`src/rtl/prio_sel_pkg.sv`:
```
// Shared types and helpers for the registered priority selector.
package prio_sel_pkg;

  typedef enum logic {
    EMPTY = 1'b0,
    FULL  = 1'b1
  } state_t;

  function automatic int unsigned ch_w(input int unsigned n);
    int unsigned w;
    w = 0;
    while ((32'd1 << w) < n) w++;
    return (w == 0) ? 1 : w;
  endfunction

endpackage

```
`src/rtl/prio_pick.sv`:
```
// Find-first-set over N request bits, searching upward from a base index with wrap.
module prio_pick #(
  parameter int unsigned N = 4,
  parameter int unsigned W = 2
) (
  input  logic [N-1:0] req,
  input  logic [W-1:0] base,
  output logic [W-1:0] grant,
  output logic         any
);

  always_comb begin
    int unsigned idx;
    grant = '0;
    any   = 1'b0;
    for (int unsigned k = 0; k < N; k++) begin
      idx = (int'(base) + k) % N;
      if (!any && req[idx]) begin
        grant = W'(idx);
        any   = 1'b1;
      end
    end
  end

endmodule

```
`src/rtl/prio_sel_reg.sv`:
```
// N_CH-channel priority selector with a one-entry registered valid/ready output.
// Define PRIO_SEL_RR_EN for round-robin arbitration; default is fixed priority (ch0 highest).
module prio_sel_reg
  import prio_sel_pkg::*;
#(
  parameter int unsigned N_CH  = 4,
  parameter int unsigned WIDTH = 1,
  parameter int unsigned CH_W  = ch_w(N_CH)
) (
  input  logic                    clk,
  input  logic                    rst,
  input  logic [N_CH-1:0]         in_valid,
  input  logic [N_CH*WIDTH-1:0]   in_data,
  output logic [N_CH-1:0]         in_ready,
  output logic                    out_valid,
  output logic [WIDTH-1:0]        out_data,
  output logic [CH_W-1:0]         out_ch,
  input  logic                    out_ready
);

  state_t            state, state_nxt;
  logic [CH_W-1:0]   ptr;
  logic [CH_W-1:0]   grant;
  logic              any;
  logic              load;
  logic              xfer;
  logic [WIDTH-1:0]  ch_data [N_CH];

  for (genvar i = 0; i < N_CH; i++) begin : g_slice
    assign ch_data[i] = in_data[i*WIDTH +: WIDTH];
  end

  prio_pick #(
    .N (N_CH),
    .W (CH_W)
  ) u_pick (
    .req   (in_valid),
    .base  (ptr),
    .grant (grant),
    .any   (any)
  );

  assign out_valid = (state == FULL);

  // Grant depends only on handshake signals, never on in_data.
  always_comb begin
    load      = (state == EMPTY) || out_ready;
    xfer      = load && any && !rst;
    in_ready  = '0;
    if (xfer) in_ready[grant] = 1'b1;
    state_nxt = state;
    if (xfer)
      state_nxt = FULL;
    else if (state == FULL && out_ready)
      state_nxt = EMPTY;
  end

  always_ff @(posedge clk) begin
    if (rst) begin
      state    <= EMPTY;
      out_data <= '0;
      out_ch   <= '0;
    end else begin
      state <= state_nxt;
      if (xfer) begin
        out_data <= ch_data[grant];
        out_ch   <= grant;
      end
    end
  end

`ifdef PRIO_SEL_RR_EN
  always_ff @(posedge clk) begin
    if (rst)
      ptr <= '0;
    else if (xfer)
      ptr <= (grant == CH_W'(N_CH - 1)) ? '0 : grant + 1'b1;
  end
`else
  assign ptr = '0;
`endif

endmodule

```
`config.mk`:
```
export PLATFORM = sky130hd
export DESIGN_NAME = prio_sel_reg
export DESIGN_NICKNAME = d
export VERILOG_FILES = /design/src/rtl/prio_sel_pkg.sv /design/src/rtl/prio_pick.sv /design/src/rtl/prio_sel_reg.sv
export SDC_FILE = /design/constraint.sdc
export NUM_CORES = 1
export LEC_CHECK = 0
export ABC_AREA = 1
export ABC_CLOCK_PERIOD_IN_PS = 1000
export CELL_PAD_IN_SITES_DETAIL_PLACEMENT = 1
export CELL_PAD_IN_SITES_GLOBAL_PLACEMENT = 2
export CORE_ASPECT_RATIO = 0.7
export CORE_MARGIN = 3
export CORE_UTILIZATION = 14
export CTS_CLUSTER_DIAMETER = 150
export DETAILED_ROUTE_END_ITERATION = 16
export PLACE_DENSITY = 0.78
export SKIP_LAST_GASP = 1
export SLEW_MARGIN = 10
export SYNTH_ARGS = -nofsm -noshare
export SYNTH_HDL_FRONTEND = slang
export SYNTH_SLANG_ARGS = --single-unit
```
`constraint.sdc`:
```
create_clock -name clk -period 1 [get_ports clk]
set_input_delay 0.2 -clock clk [delete_from_list [all_inputs] [get_ports clk]]
set_output_delay 0.2 -clock clk [all_outputs]
set_load 0.02 [all_outputs]
```
Figure 1. Cell area per tile.
The die is cut into 6 by 5 equal tiles; white is low, dark blue is high, 0 to 100% covered.
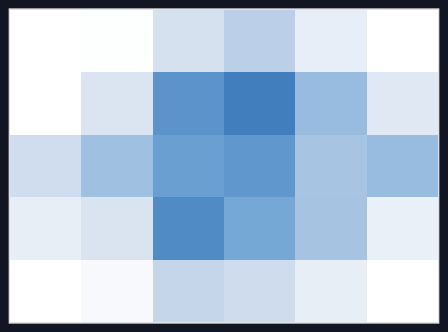
The densest ninth of the die: middle. 20% of the tiles are nearly empty. The emptiest ninth of the die: top left. The fullest tile reaches 68%. The mean over all tiles is 25%.

Figure 2. Met2 routing.
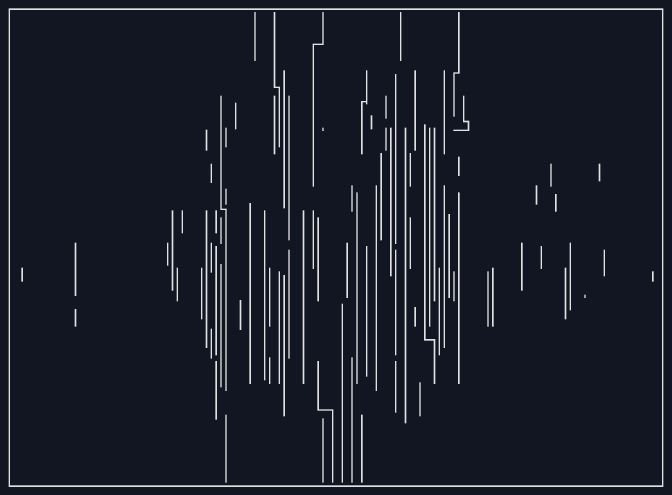
The longest straight run is 27.9 um. 80 nets have wire on it. The layer holds 60% of the routed length. The layer carries 700 um of wire.
total vias in the final route: 403
met2 usage: 16.5%
Post-Route WL: 1170 um

Figure 3. Selected gate families.
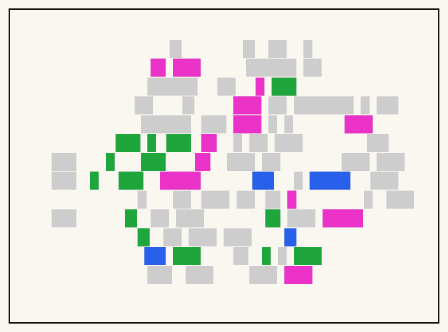
Key: green = NAND gates [cells 14, most used nand3_2]; blue = inverting AOI/OAI gates [cells 4, most used o21ai_2]; magenta = NOR gates [cells 12, most used nor2_4]
multi-input gate share of the layout cell area: 35.5%
Final Instance Count excl. Fillers: 101
leading cell type in the layout, fill and taps excluded: sky130_fd_sc_hd__buf_6

Figure 4. Routing congestion map.
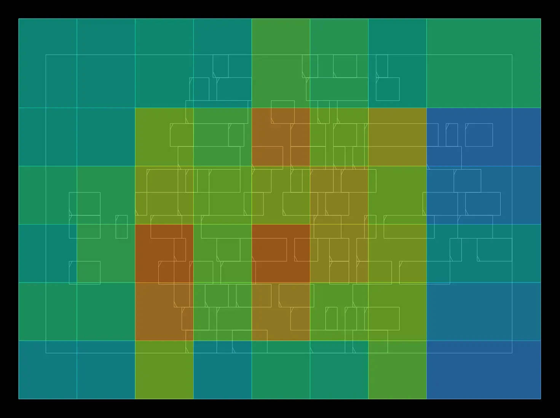
share of the core filled with cells in the final layout: 37.2%
routed wire length per instance: 11.6 um

==> impl_results.html <==
<h2>Synthesis and place &amp; route</h2>
<table>
<tr><th>Metric</th><th>Value</th></tr>
<tr><th colspan="2">Timing</th></tr>
<tr><td>Timing-limited maximum frequency</td><td>~700 MHz</td></tr>
<tr><td>Final-report hold violation count</td><td>0</td></tr>
<tr><td>Share of the clock period used by the worst path after layout</td><td>144%</td></tr>
<tr><td>Max transition margin</td><td>87.1%</td></tr>
<tr><td>Layout Skew</td><td>around 12 ps</td></tr>
<tr><td># setup viols final</td><td>9</td></tr>
<tr><td>Measured slew at the worst slew-check pin</td><td>191 ps</td></tr>
<tr><td>Final slew viol count</td><td>0</td></tr>
<tr><td>Setup repair after global routing missed its margin</td><td>true</td></tr>
<tr><td>Period minus WS final</td><td>about 1400 ps</td></tr>
<tr><td>Setup WS post-layout</td><td>-435 ps</td></tr>
<tr><th colspan="2">Power and ir drop</th></tr>
<tr><td>Clock share of power</td><td>about a third</td></tr>
<tr><td>Share of total power consumed by net switching</td><td>about a third</td></tr>
<tr><td>Internal power contribution</td><td>approximately 0.00046 W</td></tr>
<tr><td>Cell Pwr Density</td><td>approximately 920 mW/mm^2</td></tr>
<tr><td>Leakage</td><td>0.333 nW</td></tr>
<tr><td>Combinational group share of total power</td><td>40.4%</td></tr>
<tr><td>Peak ir drop on the vdd network</td><td>about 0.29 mV</td></tr>
<tr><td>Power spent charging and discharging nets</td><td>about 0.00021 W</td></tr>
<tr><td>Biggest consumer</td><td>combinational cells</td></tr>
<tr><td>Comb. pwr</td><td>around 0.00027 W</td></tr>
<tr><td>Overall power</td><td>about 0.00067 W</td></tr>
<tr><td>Reg power frac</td><td>between 20% and 30%</td></tr>
<tr><td>Power of the clock network</td><td>between 0.0002 and 0.00025 W</td></tr>
<tr><td>Power in sequential cells</td><td>~0.00018 W</td></tr>
<tr><th colspan="2">Synthesis</th></tr>
<tr><td>Post-synth tally of flip-flops with integrated enable</td><td>0</td></tr>
<tr><td>Post-synthesis register bit count</td><td>4</td></tr>
<tr><td>Number of nets at floorplan</td><td>55</td></tr>
<tr><td>Mean post-synth cell area</td><td>just under 7 sq um</td></tr>
<tr><td>Dominant Register Cell</td><td>sky130_fd_sc_hd__dfxtp_1</td></tr>
<tr><td>Gate Count Post-Synth</td><td>44</td></tr>
<tr><td>Sequential cell area fraction in the yosys report</td><td>26.2%</td></tr>
<tr><td>Yosys cell count</td><td>approximately 44</td></tr>
<tr><td>Top post-synthesis cells by area</td><td>sky130_fd_sc_hd__dfxtp_1 26%, sky130_fd_sc_hd__nor2_1 9.8%, sky130_fd_sc_hd__nand3_1 8.2%</td></tr>
<tr><td>Post-synthesis chip area from yosys</td><td>305 sq um</td></tr>
<tr><td>Number of distinct standard cells referenced by the synthesized netlist</td><td>14</td></tr>
<tr><td>Area of the mapped netlist</td><td>305 sq um</td></tr>
<tr><td>Commonest cells in the netlist</td><td>8 x sky130_fd_sc_hd__nor2_1, 6 x sky130_fd_sc_hd__inv_1, 5 x sky130_fd_sc_hd__nand3_1</td></tr>
<tr><td>Warnings, synthesis</td><td>0</td></tr>
<tr><td>Synth area leader</td><td>sky130_fd_sc_hd__dfxtp_1</td></tr>
<tr><td>Post-synthesis cell type with the largest instance count</td><td>sky130_fd_sc_hd__nor2_1</td></tr>
<tr><td>Share of flip-flops with an asynchronous set or reset after synthesis</td><td>0%</td></tr>
<tr><th colspan="2">Placed design</th></tr>
<tr><td>Number of port buffers</td><td>18</td></tr>
<tr><td>Routability-driven placement congestion ratio</td><td>0.696</td></tr>
<tr><td>Placement-stage cell area</td><td>607 sq um</td></tr>
<tr><td>Setup slack at placement</td><td>-1060 ps</td></tr>
<tr><td>Final HPWL DP</td><td>844 um</td></tr>
<tr><th colspan="2">CTS</th></tr>
<tr><td>Number of levels in the clock H-tree</td><td>1</td></tr>
<tr><td>Worst-skew pair later-pin latency</td><td>around 240 ps</td></tr>
<tr><td>Number of buffers between clock root and the deepest sink</td><td>2</td></tr>
<tr><td>Clock root buffer</td><td>sky130_fd_sc_hd__clkbuf_4</td></tr>
<tr><td>Clock-pin slew reported for the worst setup and hold paths after clock tree synthesis</td><td>~40 ps</td></tr>
<tr><td>Number of buffers inserted during clock tree synthesis</td><td>3</td></tr>
<tr><td>CTS tree</td><td>done</td></tr>
<tr><td>CTS Sinks</td><td>4</td></tr>
<tr><th colspan="2">Run</th></tr>
<tr><td>Max cap viols</td><td>0</td></tr>
<tr><td>Total tool warning count</td><td>29</td></tr>
<tr><th colspan="2">Setup path</th></tr>
<tr><td>CP delay by family, top</td><td>buffers and inverters</td></tr>
<tr><td>Highest cell delay on the worst timing path</td><td>330 ps</td></tr>
<tr><td>Highest net fanout along the worst path</td><td>4</td></tr>
<tr><td>Setup Crit Path Kind</td><td>reg -&gt; out</td></tr>
<tr><td>Setup crit start</td><td>out_valid</td></tr>
<tr><td>Reg2reg setup slack</td><td>-150 ps</td></tr>
<tr><td>CP endpoint kind</td><td>primary output</td></tr>
<tr><td>Worst Setup Start Kind</td><td>register</td></tr>
<tr><td>Req. time, crit path</td><td>around 800 ps</td></tr>
<tr><td>Cells traversed along the worst timing path</td><td>inv_2 &gt; nor2_4 &gt; inv_2 &gt; nand2_4 &gt; nor2_4 &gt; inv_4 &gt; nor3_4 &gt; buf_6</td></tr>
<tr><td>Crit path buffers/inverters</td><td>4</td></tr>
<tr><td>Worst reg2reg path startpoint</td><td>out_valid</td></tr>
<tr><td>Slowest stage cell on the critical path</td><td>sky130_fd_sc_hd__dfxtp_4</td></tr>
<tr><td>Arrival time reported for the critical path endpoint</td><td>between 1000 and 1500 ps</td></tr>
<tr><th colspan="2">Cells and area</th></tr>
<tr><td>Register with the most flip-flops</td><td>out_ch</td></tr>
<tr><td>Net total in the final layout</td><td>about 91</td></tr>
<tr><td>Largest register FFs</td><td>2</td></tr>
<tr><td>Fraction of layout cells with a size suffix above 1</td><td>a little under three quarters</td></tr>
<tr><td>Post-route cell area</td><td>727 sq um</td></tr>
<tr><td>Filler cell count</td><td>approximately 240</td></tr>
<tr><td>Most frequently placed logic cells in the final layout</td><td>11 x sky130_fd_sc_hd__buf_6, 8 x sky130_fd_sc_hd__buf_4</td></tr>
<tr><td>Area added between synthesis and finish</td><td>138%</td></tr>
<tr><td>Inserted Diodes</td><td>0</td></tr>
<tr><th colspan="2">Floorplanning</th></tr>
<tr><td>Die X-Extent</td><td>approximately 62 um</td></tr>
<tr><td>Std cell rows</td><td>13</td></tr>
<tr><td>Die height</td><td>~45 um</td></tr>
<tr><td>Die Size</td><td>~0.0028 sq mm</td></tr>
<tr><td>Init Core Util</td><td>between 10% and 20%</td></tr>
<tr><td>Area of the core</td><td>0.00195 sq mm</td></tr>
<tr><th colspan="2">Status</th></tr>
<tr><td>Failing checks</td><td>setup timing</td></tr>
<tr><td>Result of the run</td><td>finished with violations</td></tr>
<tr><th colspan="2">Min path</th></tr>
<tr><td>Tightest Hold Check Type</td><td>in -&gt; reg</td></tr>
<tr><td>Origin of the worst min-delay path</td><td>in_valid[1]</td></tr>
<tr><th colspan="2">Global route</th></tr>
<tr><td>Initial antenna violation count</td><td>0</td></tr>
<tr><td>Global Route Usage Sum</td><td>under 10%</td></tr>
<tr><td>Met3 demand-to-capacity share in global routing</td><td>around 5.1%</td></tr>
<tr><td>Layer with the highest usage</td><td>met2</td></tr>
<tr><td>Pin count of the biggest net entering global routing</td><td>5</td></tr>
<tr><td>Total congestion overflow after global routing</td><td>0</td></tr>
<tr><td>First-pass GRT wire length</td><td>roughly 1800 um</td></tr>
<tr><td>Number of global-route vias before repair</td><td>roughly 430</td></tr>
<tr><td>Global Route met1 Usage</td><td>roughly a tenth</td></tr>
<tr><th colspan="2">Route</th></tr>
<tr><td>DRC violations left</td><td>0</td></tr>
<tr><td>Met1 wire length</td><td>roughly 400 um</td></tr>
<tr><td>Met2 wire length</td><td>approximately 700 um</td></tr>
<tr><td>Top sig layer</td><td>met3</td></tr>
<tr><td>Routed via count divided by cell count</td><td>3.99</td></tr>
<tr><td>Routed length on met3</td><td>73 um</td></tr>
<tr><td>Final antenna-violating net count</td><td>0</td></tr>
<tr><td>Length of the first detailed-routing pass in iterations</td><td>3</td></tr>
<tr><td>Starting DRT DRC Count</td><td>7</td></tr>
</table>
metrics by stage:
step | cells | utilization [%] | TNS [ps] | hold WS [ps]
floorplan | 44 | - | -617 | 374
global placement | 93 | 31.1 | -6090 | 460
detailed placement | 93 | 31.1 | -6380 | 463
CTS | 103 | 36.2 | -2060 | 296
global route | 101 | 37.2 | -2850 | 304
finish | 101 | 37.2 | -2180 | 295
layout make-up:
| class | count | area, sq um | area share [%] |
|---|---|---|---|
| inverters | 10 | 42.5 | 5.85 |
| flip-flops and latches | 4 | 83.8 | 11.5 |
| repair buffers | 31 | 289 | 39.8 |
| well taps | 22 | 27.5 | 3.79 |
| clock buffers | 4 | 26.3 | 3.61 |
| multi-input cells | 30 | 258 | 35.5 |
worst reg2reg max path, cell delays in order, from the launching register on:
cell                      delay, ps
sky130_fd_sc_hd__dfxtp_4        330
sky130_fd_sc_hd__inv_2           60
sky130_fd_sc_hd__nor2_4          30
sky130_fd_sc_hd__buf_4          120
sky130_fd_sc_hd__buf_4          120
sky130_fd_sc_hd__buf_4          130
sky130_fd_sc_hd__o21ai_0        190
sky130_fd_sc_hd__inv_1           50
repair_timing:
action | CTS | global route
setup endpoints to repair | 12 | 9
pin swaps | 7 | 5
hold buffers | 0 | 0
resized | 66 | 12
setup buffers | 8 | 2
path summary, 6_finish.rpt:
check / endpoint / cells after the start
worst min-delay path: out_ch[1] / 4
worst max register to register: out_valid / 7
worst min register to register: out_data / 2
worst max-delay path: in_ready[0] / 8
kinds of logic (layout without fill, tap and decap cells):
kind of cell | after synthesis | count (layout) | share of synthesized area (%)
AND-OR/OR-AND | 4 | 4 | 10.2
buffers and inverters | 10 | 45 | 12.3
flip-flops | 4 | 4 | 26.2
AND/OR/NAND/NOR | 26 | 26 | 51.2
Power is estimated from default activity; no workload was simulated.
